### Cell placement, run 1

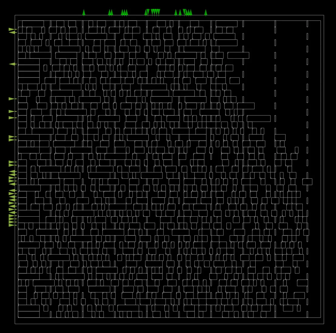
### Met2 routing, run 1

(3 px per µm) Cells faint in the background.
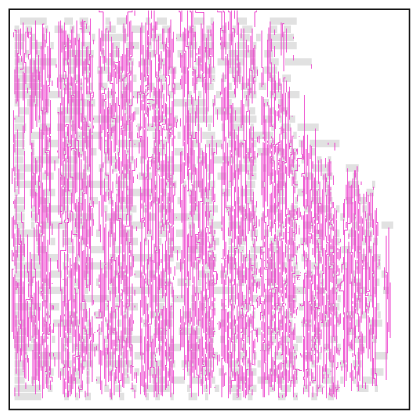
### Pin placement, run 1

(4 px per µm) Pins as bars across the die edge, other pins in gray.
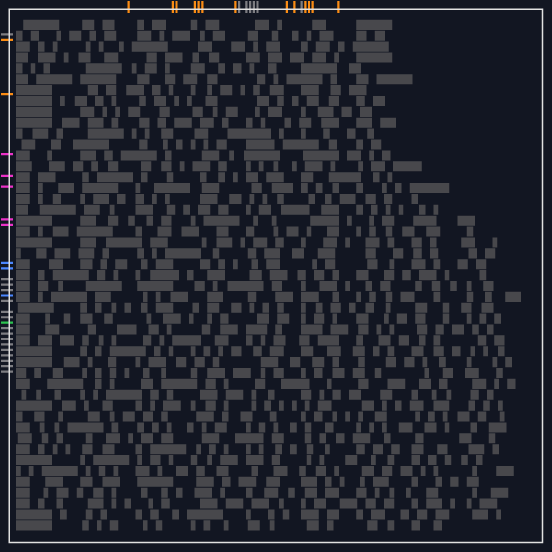
### Signal wires by layer, run 1

(3 px per µm) Two of the layers only.
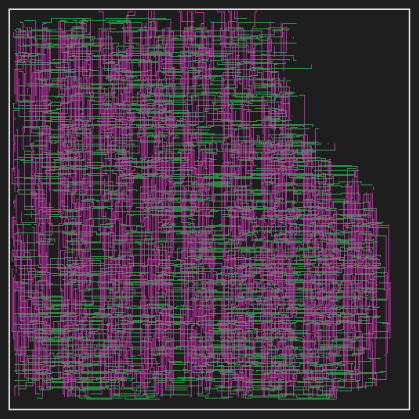
### config.mk
export PLATFORM = sky130hd
export DESIGN_NAME = enigma_core
export DESIGN_NICKNAME = d
export VERILOG_FILES = /design/src/rtl/enigma_pkg.sv /design/src/rtl/enigma_stepper.sv /design/src/rtl/enigma_core.sv
export SDC_FILE = /design/constraint.sdc
export NUM_CORES = 1
export LEC_CHECK = 0
export CAP_MARGIN = 5
export CELL_PAD_IN_SITES_DETAIL_PLACEMENT = 2
export CELL_PAD_IN_SITES_GLOBAL_PLACEMENT = 2
export CORE_UTILIZATION = 39
export DETAILED_ROUTE_END_ITERATION = 10
export PLACE_DENSITY = 0.95
export SLEW_MARGIN = 20
export SYNTH_ARGS = -nofsm -noshare
export SYNTH_HDL_FRONTEND = slang
export SYNTH_HIERARCHICAL = 1
export SYNTH_SLANG_ARGS = --single-unit
export TNS_END_PERCENT = 5
### constraint.sdc
create_clock -name clk -period 16.9 [get_ports clk]
set_input_delay 4.225 -clock clk [delete_from_list [all_inputs] [get_ports clk]]
set_output_delay 4.225 -clock clk [all_outputs]
set_load 0.02 [all_outputs]
### src/rtl/enigma_pkg.sv
// Shared constants, rotor tables, FSM state type and mod-26 helpers for the
// multi-cycle Enigma engine.
package enigma_pkg;

    localparam int ALPHA       = 26;
    localparam int NUM_WIRINGS = 5;

    typedef logic [4:0]                   code_t;
    typedef code_t [0:ALPHA-1]            perm_t;
    typedef perm_t [0:NUM_WIRINGS-1]      perm_set_t;
    // Wide enough for LW+1 at the largest legal LW, so every width shares it.
    typedef logic [8:0]                   wide_t;

    typedef enum logic [2:0] {
        S_IDLE = 3'd0,
        S_STEP = 3'd1,
        S_FWD  = 3'd2,
        S_REFL = 3'd3,
        S_BWD  = 3'd4
    } state_t;

    // Turns a 26-letter wiring string (first letter = entry for A) into codes.
    function automatic perm_t str_to_perm(input logic [8*ALPHA-1:0] s);
        perm_t      p;
        logic [7:0] ch;
        for (int i = 0; i < ALPHA; i++) begin
            ch   = s[8*(ALPHA-1-i) +: 8];
            p[i] = code_t'(ch - 8'd65);
        end
        return p;
    endfunction

    // Inverse permutation, used for the return path through a rotor.
    function automatic perm_t invert_perm(input perm_t p);
        perm_t q;
        q = '0;
        for (int i = 0; i < ALPHA; i++) begin
            q[p[i]] = code_t'(i);
        end
        return q;
    endfunction

    localparam perm_set_t WIRING = '{
        str_to_perm("EKMFLGDQVZNTOWYHXUSPAIBRCJ"),
        str_to_perm("AJDKSIRUXBLHWTMCQGZNPYFVOE"),
        str_to_perm("BDFHJLCPRTXVZNYEIWGAKMOUSQ"),
        str_to_perm("ESOVPZJAYQUIRHXLNFTGKDCMWB"),
        str_to_perm("VZBRGITYUPSDNHLXAWMKQCEJFO")
    };

    localparam perm_set_t INVERSE = '{
        invert_perm(WIRING[0]),
        invert_perm(WIRING[1]),
        invert_perm(WIRING[2]),
        invert_perm(WIRING[3]),
        invert_perm(WIRING[4])
    };

    // Notch letters Q, E, V, J, Z for rotors I..V.
    localparam code_t [0:NUM_WIRINGS-1] NOTCH = '{5'd16, 5'd4, 5'd21, 5'd9, 5'd25};

    localparam perm_t REFLECTOR_B = str_to_perm("YRUHQSLDPXNGOKMIEBFZCWVJAT");

    // (a + b) mod 26 for operands already in 0..25.
    function automatic wide_t add26(input wide_t a, input wide_t b);
        wide_t s;
        s = a + b;
        if (s >= 9'd26) begin
            s = s - 9'd26;
        end else begin
            s = s;
        end
        return s;
    endfunction

    // (a - b) mod 26 for operands already in 0..25.
    function automatic wide_t sub26(input wide_t a, input wide_t b);
        wide_t d;
        if (a >= b) begin
            d = a - b;
        end else begin
            d = a + 9'd26 - b;
        end
        return d;
    endfunction

endpackage

### src/rtl/enigma_stepper.sv
// Combinational stepping rule: which rotor slots advance on the next key
// press, including the middle-rotor double step.
module enigma_stepper
    import enigma_pkg::*;
#(
    parameter int NUM_ROTORS = 3,
    parameter int LW         = 5
) (
    input  logic [NUM_ROTORS-1:0][LW-1:0] pos,
    output logic [NUM_ROTORS-1:0]         step_en
);

    logic [NUM_ROTORS-1:0] at_notch_s;

    // Notch detection per slot, then the simultaneous advance rules.
    always_comb begin
        at_notch_s = '0;
        step_en    = '0;
        for (int i = 0; i < NUM_ROTORS; i++) begin
            at_notch_s[i] = (pos[i] == LW'(NOTCH[(NUM_ROTORS-1-i) % NUM_WIRINGS]));
        end
        step_en[0] = 1'b1;
        for (int i = 1; i < NUM_ROTORS; i++) begin
            step_en[i] = at_notch_s[i-1] | ((i <= NUM_ROTORS-2) & at_notch_s[i]);
        end
    end

endmodule

### src/rtl/enigma_core.sv
// Multi-cycle Enigma engine: steps the rotors, then walks one letter through
// the rotors, reflector and back at one lookup per cycle.
module enigma_core
    import enigma_pkg::*;
#(
    parameter int NUM_ROTORS = 3,
    parameter int LW         = 5
) (
    input  logic                     clk,
    input  logic                     rst_n,
    input  logic                     in_valid,
    output logic                     in_ready,
    input  logic [LW-1:0]            in_char,
    output logic                     out_valid,
    input  logic                     out_ready,
    output logic [LW-1:0]            out_char,
    input  logic                     cfg_we,
    input  logic [2:0]               cfg_sel,
    input  logic [LW-1:0]            cfg_pos,
    input  logic [LW-1:0]            cfg_ring,
    output logic                     busy,
    output logic [NUM_ROTORS*LW-1:0] pos_out
);

    localparam int IW = $clog2(NUM_ROTORS);

    state_t                         state_r, state_n;
    logic [IW-1:0]                  idx_r, idx_n;
    logic [LW-1:0]                  x_r, x_n;
    logic [NUM_ROTORS-1:0][LW-1:0]  pos_r, pos_n;
    logic [NUM_ROTORS-1:0][LW-1:0]  ring_r, ring_n;
    logic                           out_valid_r, out_valid_n;
    logic [LW-1:0]                  out_char_r, out_char_n;
    logic                           in_ready_r, in_ready_n;
    logic                           busy_r, busy_n;

    logic [NUM_ROTORS-1:0]          step_en_s;
    logic [LW-1:0]                  slot_pos_s, slot_ring_s;
    logic [2:0]                     slot_w_s;
    wide_t                          shift_s;
    code_t                          addr_s, tab_s;
    logic [LW-1:0]                  lookup_s, reflect_s;
    logic                           accept_s, is_letter_s;

    enigma_stepper #(.NUM_ROTORS(NUM_ROTORS), .LW(LW)) u_stepper (
        .pos     (pos_r),
        .step_en (step_en_s)
    );

    // Select the position, ring and wiring of the slot currently visited.
    always_comb begin
        slot_pos_s  = '0;
        slot_ring_s = '0;
        slot_w_s    = 3'd0;
        for (int i = 0; i < NUM_ROTORS; i++) begin
            if (idx_r == IW'(i)) begin
                slot_pos_s  = pos_r[i];
                slot_ring_s = ring_r[i];
                slot_w_s    = 3'((NUM_ROTORS-1-i) % NUM_WIRINGS);
            end else begin
                slot_pos_s  = slot_pos_s;
                slot_ring_s = slot_ring_s;
                slot_w_s    = slot_w_s;
            end
        end
    end

    // One rotor lookup (forward or inverse) and the reflector lookup.
    always_comb begin
        shift_s   = sub26(wide_t'(slot_pos_s), wide_t'(slot_ring_s));
        addr_s    = code_t'(add26(wide_t'(x_r), shift_s));
        tab_s     = (state_r == S_BWD) ? INVERSE[slot_w_s][addr_s] : WIRING[slot_w_s][addr_s];
        lookup_s  = LW'(sub26(wide_t'(tab_s), shift_s));
        reflect_s = LW'(REFLECTOR_B[x_r[4:0]]);
    end

    // Next-state, datapath and output-register updates.
    always_comb begin
        state_n     = state_r;
        idx_n       = idx_r;
        x_n         = x_r;
        pos_n       = pos_r;
        ring_n      = ring_r;
        out_valid_n = out_valid_r;
        out_char_n  = out_char_r;
        accept_s    = in_valid & in_ready_r;
        is_letter_s = (in_char < LW'(ALPHA));
        case (state_r)
            S_IDLE: begin
                out_valid_n = out_valid_r & ~out_ready;
                for (int i = 0; i < NUM_ROTORS; i++) begin
                    if (cfg_we && (cfg_sel == 3'(i))) begin
                        pos_n[i]  = cfg_pos;
                        ring_n[i] = cfg_ring;
                    end else begin
                        pos_n[i]  = pos_r[i];
                        ring_n[i] = ring_r[i];
                    end
                end
                if (accept_s && is_letter_s) begin
                    x_n     = in_char;
                    state_n = S_STEP;
                end else if (accept_s) begin
                    out_valid_n = 1'b1;
                    out_char_n  = in_char;
                end else begin
                    state_n = S_IDLE;
                end
            end
            S_STEP: begin
                for (int i = 0; i < NUM_ROTORS; i++) begin
                    pos_n[i] = step_en_s[i] ? LW'(add26(wide_t'(pos_r[i]), 9'd1)) : pos_r[i];
                end
                idx_n   = '0;
                state_n = S_FWD;
            end
            S_FWD: begin
                x_n = lookup_s;
                if (idx_r == IW'(NUM_ROTORS-1)) begin
                    state_n = S_REFL;
                end else begin
                    idx_n = idx_r + IW'(1);
                end
            end
            S_REFL: begin
                x_n     = reflect_s;
                idx_n   = IW'(NUM_ROTORS-1);
                state_n = S_BWD;
            end
            S_BWD: begin
                x_n = lookup_s;
                if (idx_r == IW'(0)) begin
                    state_n     = S_IDLE;
                    out_valid_n = 1'b1;
                    out_char_n  = lookup_s;
                end else begin
                    idx_n = idx_r - IW'(1);
                end
            end
            default: begin
                state_n = S_IDLE;
            end
        endcase
        in_ready_n = (state_n == S_IDLE) & ~out_valid_n;
        busy_n     = (state_n != S_IDLE);
    end

    // State, datapath and registered outputs; reset discards any partial result.
    always_ff @(posedge clk or negedge rst_n) begin
        if (!rst_n) begin
            state_r     <= S_IDLE;
            idx_r       <= '0;
            x_r         <= '0;
            pos_r       <= '0;
            ring_r      <= '0;
            out_valid_r <= 1'b0;
            out_char_r  <= '0;
            in_ready_r  <= 1'b0;
            busy_r      <= 1'b0;
        end else begin
            state_r     <= state_n;
            idx_r       <= idx_n;
            x_r         <= x_n;
            pos_r       <= pos_n;
            ring_r      <= ring_n;
            out_valid_r <= out_valid_n;
            out_char_r  <= out_char_n;
            in_ready_r  <= in_ready_n;
            busy_r      <= busy_n;
        end
    end

    assign in_ready  = in_ready_r;
    assign out_valid = out_valid_r;
    assign out_char  = out_char_r;
    assign busy      = busy_r;
    assign pos_out   = pos_r;

endmodule

==> flow_summary_export.csv, run 1 <==
group,metric,value,unit
run_status,status,"complete, no violations",
worst_setup_path,cp-startpoint,"idx_r[1]$_DFFE_PN0P_",
yosys,top_cells_by_area,"dfrtp_1 18%, ha_1 11%, nand2_1 5.1%, a21oi_1 4.6%, o21ai_0 4.5%",
worst_setup_path,slowest_delay,870,ps
cells_and_area,design_area,7390,µm²
placement,placed_area,7210,µm²
clock_tree,cts-root-buf,"clkbuf_16",
drt,ant_nets,0,
worst_setup_path,r2r-end,"x_r[1]$_DFFE_PN0P_",
yosys,aoi_share,31.3,%
clock_tree,cts_tree,"done",
cells_and_area,comb_area_share,67.6,%
yosys,ys_async_sr_fraction,100,%
cells_and_area,drive_gt1_share,7.57,%
cells_and_area,flops,48,
clock_tree,cts_buffers,5,
floorplanning,die_y,133,µm
yosys,seq_area_frac_synth,18.0,%
floorplanning,coreArea,16600,µm²
hold_path,hold_start,"ring_r[4]$_DFFE_PN0P_",
yosys,ys.flops,48,
drt,post-route-drc-count,0,
clock_tree,post_cts_buffers,0,
yosys,yosysTopAreaCell,"dfrtp_1",
worst_setup_path,crit_family,"AND-OR/OR-AND gates",
yosys,synth-main-ff-cell,"dfrtp_1",
worst_setup_path,critPathArrivalTime,11870,ps
worst_setup_path,path_depth,36,
drt,met2WireLength,16.7,mm
yosys,fp_nets,972,
cells_and_area,areaGrowthSynthToFinish,10.6,%
timing,fin_skew,13.8,ps
drt,first_pass_iters,7,
timing,slew_viol_final,0,
yosys,netlist_instances,882,
global_route,gr-total-overflow,0,
yosys,syn_avg_cell_area,7.58,µm²
hold_path,hp-class,"flop to flop",
yosys,yosysMostFrequentCell,"nand2_1",
cells_and_area,utilization,44.4,%
timing,hold_ws,509,ps
flow_run,log.warning_count,56,
global_route,gr-usage-met1,47.9,%
floorplanning,rows,47,
cells_and_area,num-nonclk-inverters,58,
cells_and_area,clockBufferCount,6,
drt,vias,8029,
## Picture notes: 'Cell placement'
fill count: 1857
sequential share of cell area: 16.3%
Finished Layout Cells: 1105

## Picture notes: 'Met2 routing'
- share of all routed wire: 47%
- wire length on this layer: 16700 µm

## Picture notes: 'Pin placement'
- blue: cfg_sel (pins 3; direction input; edge left)
- green: out_valid (pins 1; direction output; edge left)
- orange: pos_out (pins 15; direction output; edge 13 top, 2 left)
- magenta: cfg_ring (pins 5; direction input; edge left)
- all pins by edge: 27 left, 19 top

## Picture notes: 'Signal wires by layer'
- green: M1 (wire length 13600 µm)
- magenta: M2 (wire length 16700 µm)

## Run 2: what changed since run 1
--- a/config.mk
+++ b/config.mk
@@ -8,9 +8,9 @@
 export CAP_MARGIN = 5
 export CELL_PAD_IN_SITES_DETAIL_PLACEMENT = 2
 export CELL_PAD_IN_SITES_GLOBAL_PLACEMENT = 2
-export CORE_UTILIZATION = 39
+export CORE_UTILIZATION = 36
 export DETAILED_ROUTE_END_ITERATION = 10
-export PLACE_DENSITY = 0.95
+export PLACE_DENSITY = 0.9
 export SLEW_MARGIN = 20
 export SYNTH_ARGS = -nofsm -noshare
 export SYNTH_HDL_FRONTEND = slang
==> constraint.sdc (replaced) <==
create_clock -name clk -period 11.1 [get_ports clk]
set_input_delay 2.775 -clock clk [delete_from_list [all_inputs] [get_ports clk]]
set_output_delay 2.775 -clock clk [all_outputs]
set_load 0.02 [all_outputs]
### Met2 routing, run 2

(3 px per µm) Cells faint in the background.
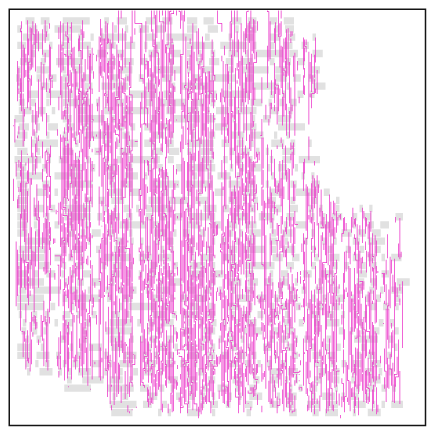
- wire length on this layer: 15100 µm
- nets with wire on the layer: 891

==> run 2 against run 1 <==
Net effect:
- via count fell by 5.0%
- core utilization fell by 3.3 points
- hold slack improved by 9.5 ps
- register-to-register slack worse by 4600 ps
- flip-flop count is the same
- largest cell class unchanged
- final area up 0.69%
- maximum frequency is 11% higher
- synthesized cell count stayed put
==> flow_summary_export.csv, run 2 <==
group,metric,value,unit
drt,met2WireLength,15.1,mm
hold_path,hold_start,"out_char[2]$_DFFE_PN0P_",
cells_and_area,nNetsFinal,976,
yosys,aoi_share,31.3,%
yosys,fp_nets,972,
global_route,grt_usage,33.2,%
yosys,yosysTopAreaCell,"dfrtp_1",
global_route,grt_antenna_before_repair,0,
yosys,yosysMostFrequentCell,"nand2_1",
cells_and_area,clockBufferCount,7,
cells_and_area,comb_area_share,67.4,%
yosys,seq_area_frac_synth,18.0,%
floorplanning,coreArea,18100,µm²
timing,fin_crit_sh,95.1,%
timing,setup_viol,0,
timing,maxSlewHeadroom,32.2,%
timing,fin_skew,10.8,ps
clock_tree,cts-root-buf,"clkbuf_16",
worst_setup_path,slowest_delay,860,ps
floorplanning,io_pins,46,
worst_setup_path,cp-startpoint,"idx_r[1]$_DFFE_PN0P_",
drt,routed_wl,32.0,mm
worst_setup_path,r2r-end,"x_r[3]$_DFFE_PN0P_",
clock_tree,post_cts_buffers,0,
cells_and_area,seq_area,1200,µm²
yosys,synth-main-ff-cell,"dfrtp_1",
cells_and_area,design_area,7440,µm²
hold_path,hp-class,"flop to flop",
yosys,netlist_instances,882,
drt,vias,7627,
drt,top_layer_used,"met4",
floorplanning,rows,49,
placement,placed_area,7240,µm²
yosys,ys_async_sr_fraction,100,%
run_status,status,"complete, no violations",
timing,hold_ws,519,ps
worst_setup_path,path_depth,33,
yosys,top_cells_by_area,"dfrtp_1 18%, ha_1 11%, nand2_1 5.1%, a21oi_1 4.6%, o21ai_0 4.5%",
floorplanning,tapCellCount,229,
clock_tree,cts_tree,"done",
cells_and_area,drive_gt1_share,8.12,%
yosys,mux_share,6.08,%
floorplanning,die_y,138,µm
cells_and_area,flops,48,
worst_setup_path,critPathArrivalTime,10750,ps
clock_tree,cts.clk_slew.worst_paths,80,ps
clock_tree,cts_buffers,5,
yosys,synth-simple-area-share,20.0,%
yosys,ys.flops,48,
cells_and_area,logic_gate_count,716,
global_route,gr-usage-met1,42.1,%
yosys,yosysChipArea,6680,µm²
cells_and_area,num-nonclk-inverters,58,
drt,ant_nets,0,
worst_setup_path,rr_startpoint,"idx_r[1]$_DFFE_PN0P_",
timing,slew_viol_final,0,
worst_setup_path,crit_family,"AND-OR/OR-AND gates",
drt,first_pass_iters,5,
cells_and_area,utilization,41.1,%
yosys,ys_sh_xor,3.67,%
worst_setup_path,cp.required,11300,ps
yosys,synth.distinct_cells,89,
drt,wl_met3,2.36,mm
drt,post-route-drc-count,0,
global_route,gr-total-overflow,0,
cells_and_area,areaGrowthSynthToFinish,11.3,%
flow_run,log.warning_count,56,
global_route,grtUsageMet3,5.13,%
placement,portBuffers,45,
cells_and_area,seq-cell-share,16.1,%
### Cell placement, run 2

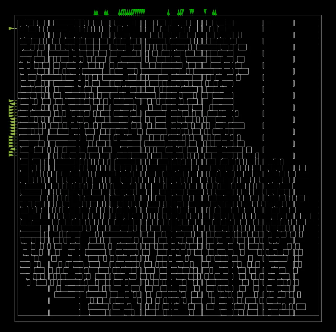
Finished Layout Cells: 1116
fill count: 2048

